**src/rtl/conv_sram_read_arbiter.sv**
```systemverilog
// conv_sram_read_arbiter: round-robin/lockable arbiter sharing one SRAM read port between two conv engines
// Ports: clk, reset_b (async active-low); req0/1, lock0/1, addr0/1 requests; gnt0/1 combinational grants;
//   rvalid0/1, rdata0/1 registered tagged read returns; arb_sram_read_address registered SRAM address;
//   sram_arb_read_data SRAM data. Define ARB_PERF_CNT_EN to add gnt_cnt0/1 and force_rel_cnt counters.
module conv_sram_read_arbiter #(
  parameter int ADDR_W = 12,
  parameter int DATA_W = 16,
  parameter int RD_LAT = 1,
  parameter int MAX_LOCK = 64
) (
  input  logic              clk,
  input  logic              reset_b,
  input  logic              req0,
  input  logic              req1,
  input  logic              lock0,
  input  logic              lock1,
  input  logic [ADDR_W-1:0] addr0,
  input  logic [ADDR_W-1:0] addr1,
  output logic              gnt0,
  output logic              gnt1,
  output logic              rvalid0,
  output logic              rvalid1,
  output logic [DATA_W-1:0] rdata0,
  output logic [DATA_W-1:0] rdata1,
  output logic [ADDR_W-1:0] arb_sram_read_address,
  input  logic [DATA_W-1:0] sram_arb_read_data
`ifdef ARB_PERF_CNT_EN
  ,
  output logic [31:0]       gnt_cnt0,
  output logic [31:0]       gnt_cnt1,
  output logic [15:0]       force_rel_cnt
`endif
);
  localparam int CW = $clog2(MAX_LOCK) + 1;
  typedef enum logic [1:0] {IDLE, LOCK0, LOCK1} state_t;
  state_t state;
  logic rr_ptr;
  logic [CW-1:0] lock_cnt;
  logic [RD_LAT-1:0] tag_v, tag_id;
  logic locked, owner, own_req, own_lock, other_req, forced, win, win_id, tag_out0, tag_out1;
  always_comb begin
    locked = state != IDLE;
    owner = state == LOCK1;
    own_req = owner ? req1 : req0;
    own_lock = owner ? lock1 : lock0;
    other_req = owner ? req0 : req1;
    forced = locked && other_req && lock_cnt == CW'(MAX_LOCK - 1);
    win_id = locked ? owner : (req0 && req1) ? rr_ptr : req1;
    win = reset_b && (locked ? own_req && !forced : req0 || req1);
    gnt0 = win && !win_id;
    gnt1 = win && win_id;
    tag_out0 = tag_v[RD_LAT-1] && !tag_id[RD_LAT-1];
    tag_out1 = tag_v[RD_LAT-1] && tag_id[RD_LAT-1];
  end
  always_ff @(posedge clk or negedge reset_b)
    if (!reset_b) begin
      state <= IDLE;
      rr_ptr <= 1'b0;
      lock_cnt <= '0;
      arb_sram_read_address <= '0;
      tag_v <= '0;
      tag_id <= '0;
      rvalid0 <= 1'b0;
      rvalid1 <= 1'b0;
      rdata0 <= '0;
      rdata1 <= '0;
    end else begin
      if (win) arb_sram_read_address <= win_id ? addr1 : addr0;
      tag_v <= RD_LAT'({tag_v, win});
      tag_id <= RD_LAT'({tag_id, win_id});
      rvalid0 <= tag_out0;
      rvalid1 <= tag_out1;
      if (tag_out0) rdata0 <= sram_arb_read_data;
      if (tag_out1) rdata1 <= sram_arb_read_data;
      if (!locked) begin
        if (win) begin
          rr_ptr <= !win_id;
          if (win_id ? lock1 : lock0) state <= win_id ? LOCK1 : LOCK0;
        end
      end else if (forced || !own_lock) begin
        state <= IDLE;
        rr_ptr <= !owner;
        lock_cnt <= '0;
      end else if (other_req && lock_cnt != '1) lock_cnt <= lock_cnt + CW'(1);
    end
`ifdef ARB_PERF_CNT_EN
  always_ff @(posedge clk or negedge reset_b)
    if (!reset_b) begin
      gnt_cnt0 <= '0;
      gnt_cnt1 <= '0;
      force_rel_cnt <= '0;
    end else begin
      if (gnt0) gnt_cnt0 <= gnt_cnt0 + 32'd1;
      if (gnt1) gnt_cnt1 <= gnt_cnt1 + 32'd1;
      if (forced && force_rel_cnt != '1) force_rel_cnt <= force_rel_cnt + 16'd1;
    end
`endif
endmodule
```
**config.mk**
```make
export PLATFORM = sky130hd
export DESIGN_NAME = conv_sram_read_arbiter
export DESIGN_NICKNAME = d
export VERILOG_FILES = /design/src/rtl/conv_sram_read_arbiter.sv
export SDC_FILE = /design/constraint.sdc
export NUM_CORES = 1
export LEC_CHECK = 0
export ABC_AREA = 1
export ABC_CLOCK_PERIOD_IN_PS = 1400
export CAP_MARGIN = 20
export CORE_MARGIN = 4
export CORE_UTILIZATION = 40
export DETAILED_ROUTE_END_ITERATION = 6
export PLACE_DENSITY = 0.76
export RECOVER_POWER = 100
export SLEW_MARGIN = 20
export SYNTH_ARGS = -nofsm -noshare
export SYNTH_HDL_FRONTEND = slang
export SYNTH_SLANG_ARGS = --single-unit
```
**constraint.sdc**
```tcl
create_clock -name clk -period 1.4 [get_ports clk]
set_input_delay 0.21 -clock clk [delete_from_list [all_inputs] [get_ports clk]]
set_output_delay 0.21 -clock clk [all_outputs]
set_load 0.01 [all_outputs]
```
==> flow_summary.rst <==
Physical design figures
=======================

.. list-table::
   :header-rows: 1

   * - Metric
     - Value
   * - Cell area power density
     - 2070 mW/mm²
   * - Number of nets still failing antenna checks after routing
     - 0
   * - Hold-fix buffer count after cts
     - 0
   * - Diode count
     - 0
   * - Fin nets
     - 483
   * - Static Leak
     - 0.00215 µW
   * - HPWL Detailed
     - 4.72 mm
   * - CTS Root Cell
     - sky130_fd_sc_hd__clkbuf_8
   * - Placed cells
     - 493
   * - Top cells by area
     - sky130_fd_sc_hd__dfrtp_1 57%, sky130_fd_sc_hd__nand2_1 20%, sky130_fd_sc_hd__o21ai_0 6.7%, sky130_fd_sc_hd__inv_1 4.0%, sky130_fd_sc_hd__nand3_1 3.2%
   * - Arrival time of the worst setup path
     - 1530 ps
   * - Count of buffers inserted at the top-level ports
     - 93
   * - Detail-routed net length per standard cell
     - 12.5 µm
   * - Fill cell count
     - 512
   * - Top-level port count
     - 94
   * - Startpoint kind of the worst setup timing path
     - register
   * - Critical path data required time
     - 1190 ps
   * - Kind of end point of the critical path
     - output port
   * - Period utilisation layout
     - 124%
   * - Final period demand of the worst path
     - 1740 ps
   * - Latest clock arrival within the worst-skew pair
     - 330 ps
   * - Clk buf depth
     - 2
   * - Cells after Synth
     - 310
   * - Min-Delay Path Class
     - in -> async
   * - Hold violation count in the final report
     - 0
   * - Share of post-route cells with drive strength above 1
     - 19.5%
   * - TritonCTS buffer count
     - 9
   * - Die height
     - 87.6 µm
   * - Maximum clock rate
     - 575 MHz
   * - Number of warning messages in the yosys log
     - 0
   * - Std-Cell Rows
     - 28
   * - Run status
     - finished with violations
   * - Relative slew slack
     - 18.1%
   * - Initial DRC count
     - 119
   * - DRC violations left
     - 0
   * - Top_reg_cell synth
     - sky130_fd_sc_hd__dfrtp_1
   * - GRT Residual Overflow
     - 0
   * - Area of the core
     - 0.00603 mm²
   * - Overall track demand over capacity in global routing
     - 17.7%
   * - Via count
     - 2422
   * - Maximum VDD drop
     - 0.999 mV
   * - Area fraction of the dominant cell type after synthesis
     - 57.3%
   * - Most frequently placed logic cells in the final layout
     - 124 x sky130_fd_sc_hd__nand2_1, 58 x sky130_fd_sc_hd__dfrtp_1, 46 x sky130_fd_sc_hd__dlygate4sd2_1
   * - Average vias per placed instance
     - 4.69
   * - Final weighted congestion in routability-driven placement
     - 0.885
   * - Count of instantiated cells in the yosys netlist
     - 310
   * - Number of clock sinks
     - 58
   * - Total tool warning count
     - 29
   * - Number of antenna violations at the first check in global routing
     - 0
   * - Distinct cell type count of the synthesized netlist
     - 19
   * - Syn_nets
     - 357
   * - Leading cell types by count after synthesis
     - 134 x sky130_fd_sc_hd__nand2_1, 58 x sky130_fd_sc_hd__dfrtp_1, 34 x sky130_fd_sc_hd__o21ai_0, 27 x sky130_fd_sc_hd__inv_1, 16 x sky130_fd_sc_hd__nand3_1
   * - Post-route clock skew
     - 6.02 ps
   * - Critical Setup Path Class
     - reg -> out
   * - Max-capacitance violation count
     - 0
   * - Seq/Total Area, Yosys
     - 57.3%
   * - Yosys reg bits
     - 58
   * - Number of setup violations in the final report
     - 25
   * - Mapped cell area
     - 0.00253 mm²
   * - Pre-antenna DRT Iters
     - 4
   * - Post-CTS clock slew at the launch and capture registers of the worst setup and hold paths
     - 60 ps
   * - Hold slack
     - 310 ps
   * - Post-synthesis to final-layout area growth
     - 60.6%
   * - Number of standard cells in the final layout excluding fillers
     - 516
   * - Setup repair after global routing missed its margin
     - true
   * - Area leader, netlist
     - sky130_fd_sc_hd__dfrtp_1
   * - Failing checks
     - negative setup slack
   * - Core Util at FP
     - 42.0%
   * - Maximum fanout encountered on the critical timing path
     - 3
   * - Via count of the first global-routing pass
     - 2363
   * - Async set-or-reset flop fraction in the synthesized netlist
     - 100%
   * - Synth Area per Inst
     - 8.17 µm²
   * - Final worst slack
     - -340 ps
   * - Global-route wire length before repair
     - 10.6 mm
==> per-stage QoR <==
step	util, %	total power (µW)	setup slack (ps)	area (µm²)	TNS [ps]
6_report	67.5	8410	-340	4070	-5220
5_1_grt	67.5	9100	-484	4070	-9070
4_1_cts	66.1	8320	-380	3980	-4540
3_5_place_dp	61.9	6880	-678	3730	-9100
3_3_place_gp	61.9	6770	-622	3730	-7920
2_1_floorplan	-	4660	-21.1	2560	-83.0
==> logic make-up (layout without fill, tap and decap cells) <==
kind of cell | Yosys count | in the layout | synth area share, %
compound gates | 40 | 40 | 8.20
simple gates | 167 | 167 | 26.3
xor+xnor | 4 | 4 | 1.38
buf+inv | 40 | 171 | 6.37
flops | 58 | 58 | 57.3
fa+ha+maj | 1 | 1 | 0.494
==> final cells by class <==
class	instances	area (µm²)	share of cell area [%]
inverter	30	120	2.95
multi-input combinational	212	1060	26.0
clock buffer	11	141	3.47
sequential	58	1450	35.7
clock inverter	5	77.6	1.91
timing repair buffer	125	1130	27.7
tap	75	93.8	2.31
==> path summary, 6_finish.rpt <==
kind | cells past startpoint | from | to | slack [ps]
hold / removal | 2 | reset_b | rr_ptr | 310
min in group clk | 4 | reset_b | rr_ptr | 310
max in group asynchronous | 2 | reset_b | rdata0[10] | 350
setup reg to reg | 12 | lock_cnt[1] | lock_cnt[1] | -290
hold reg to reg | 1 | tag_id | rvalid0 | 440
setup / recovery | 9 | lock_cnt[1] | gnt1 | -340
==> what timing repair did <==
| action | CTS | global route |
|---|---|---|
| pin swaps | 7 | 10 |
| gates resized | 71 | 26 |
| setup buffers | 5 | 2 |
| endpoints found under the setup margin | 71 | 25 |
| gates cloned | 0 | 0 |
==> metal layers <==
layer  GRT usage (%)  vias up  part of all wire [%]
met4            5.86        0                  0.48
met3            5.27        4                   7.9
met1            21.4     1130                    43
met2            30.3       77                    49
li1                -     1211                     -
met5               0        -                     0
==> flip-flops by register name (all words and copies together) (netlist names) <==
name	flops
rdata0	16
rdata1	16
arb_sram_read_address	12
lock_cnt	7
state	2
rr_ptr	1
rvalid0	1
rvalid1	1
tag_id	1
tag_v	1
==> worst max-delay path, cell delays in order, from the launching register on <==
cell and delay (ps):
sky130_fd_sc_hd__dfrtp_1 350, sky130_fd_sc_hd__ha_2 190, sky130_fd_sc_hd__nand3_2 80, sky130_fd_sc_hd__nor2_2 110, sky130_fd_sc_hd__nand2_2 70, sky130_fd_sc_hd__nand2_2 60, sky130_fd_sc_hd__nand2_2 60, sky130_fd_sc_hd__nand2_4 110
sky130_fd_sc_hd__nor2_4 40, sky130_fd_sc_hd__buf_6 120
==> power by group <==
group          switching (µW)  internal, µW  total [µW]
clock network             644          1040        1690
logic                    2120          1780        3900
registers                 391          2420        2810
### Floorplan with the power grid

Scale: 6 px per µm. Pins as bars on the die edge. Tap cells in gray.
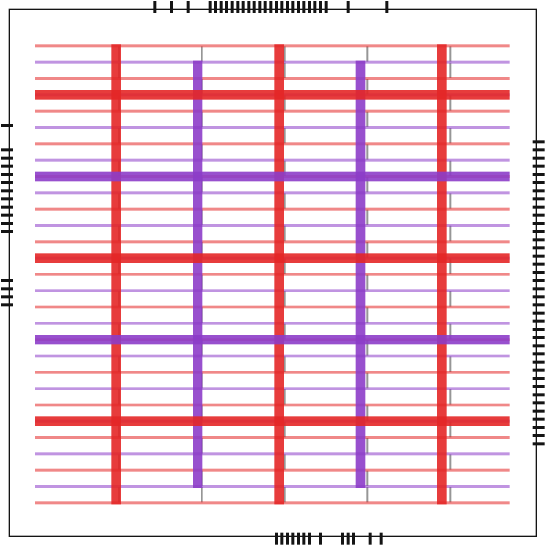
| color | net |
|---|---|
| purple | VDD |
| red | VSS |
rows: 28
tap cells: 75

### Placed cells, one color a class

Scale: 6 px per µm. Fill, decap, tap and diode cells in gray.
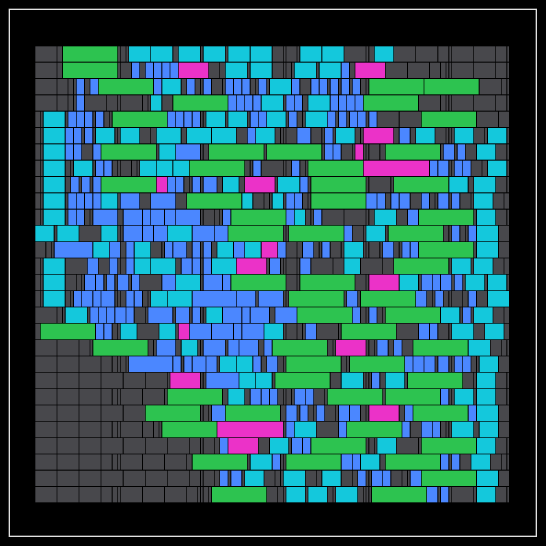
| color | class | cells |
|---|---|---|
| blue | combinational and other logic | 242 |
| cyan | remaining buffers and delay cells | 125 |
| green | sequential cells | 58 |
| magenta | clock drivers and dummy loads | 16 |

Power and IR drop assume default switching activity.
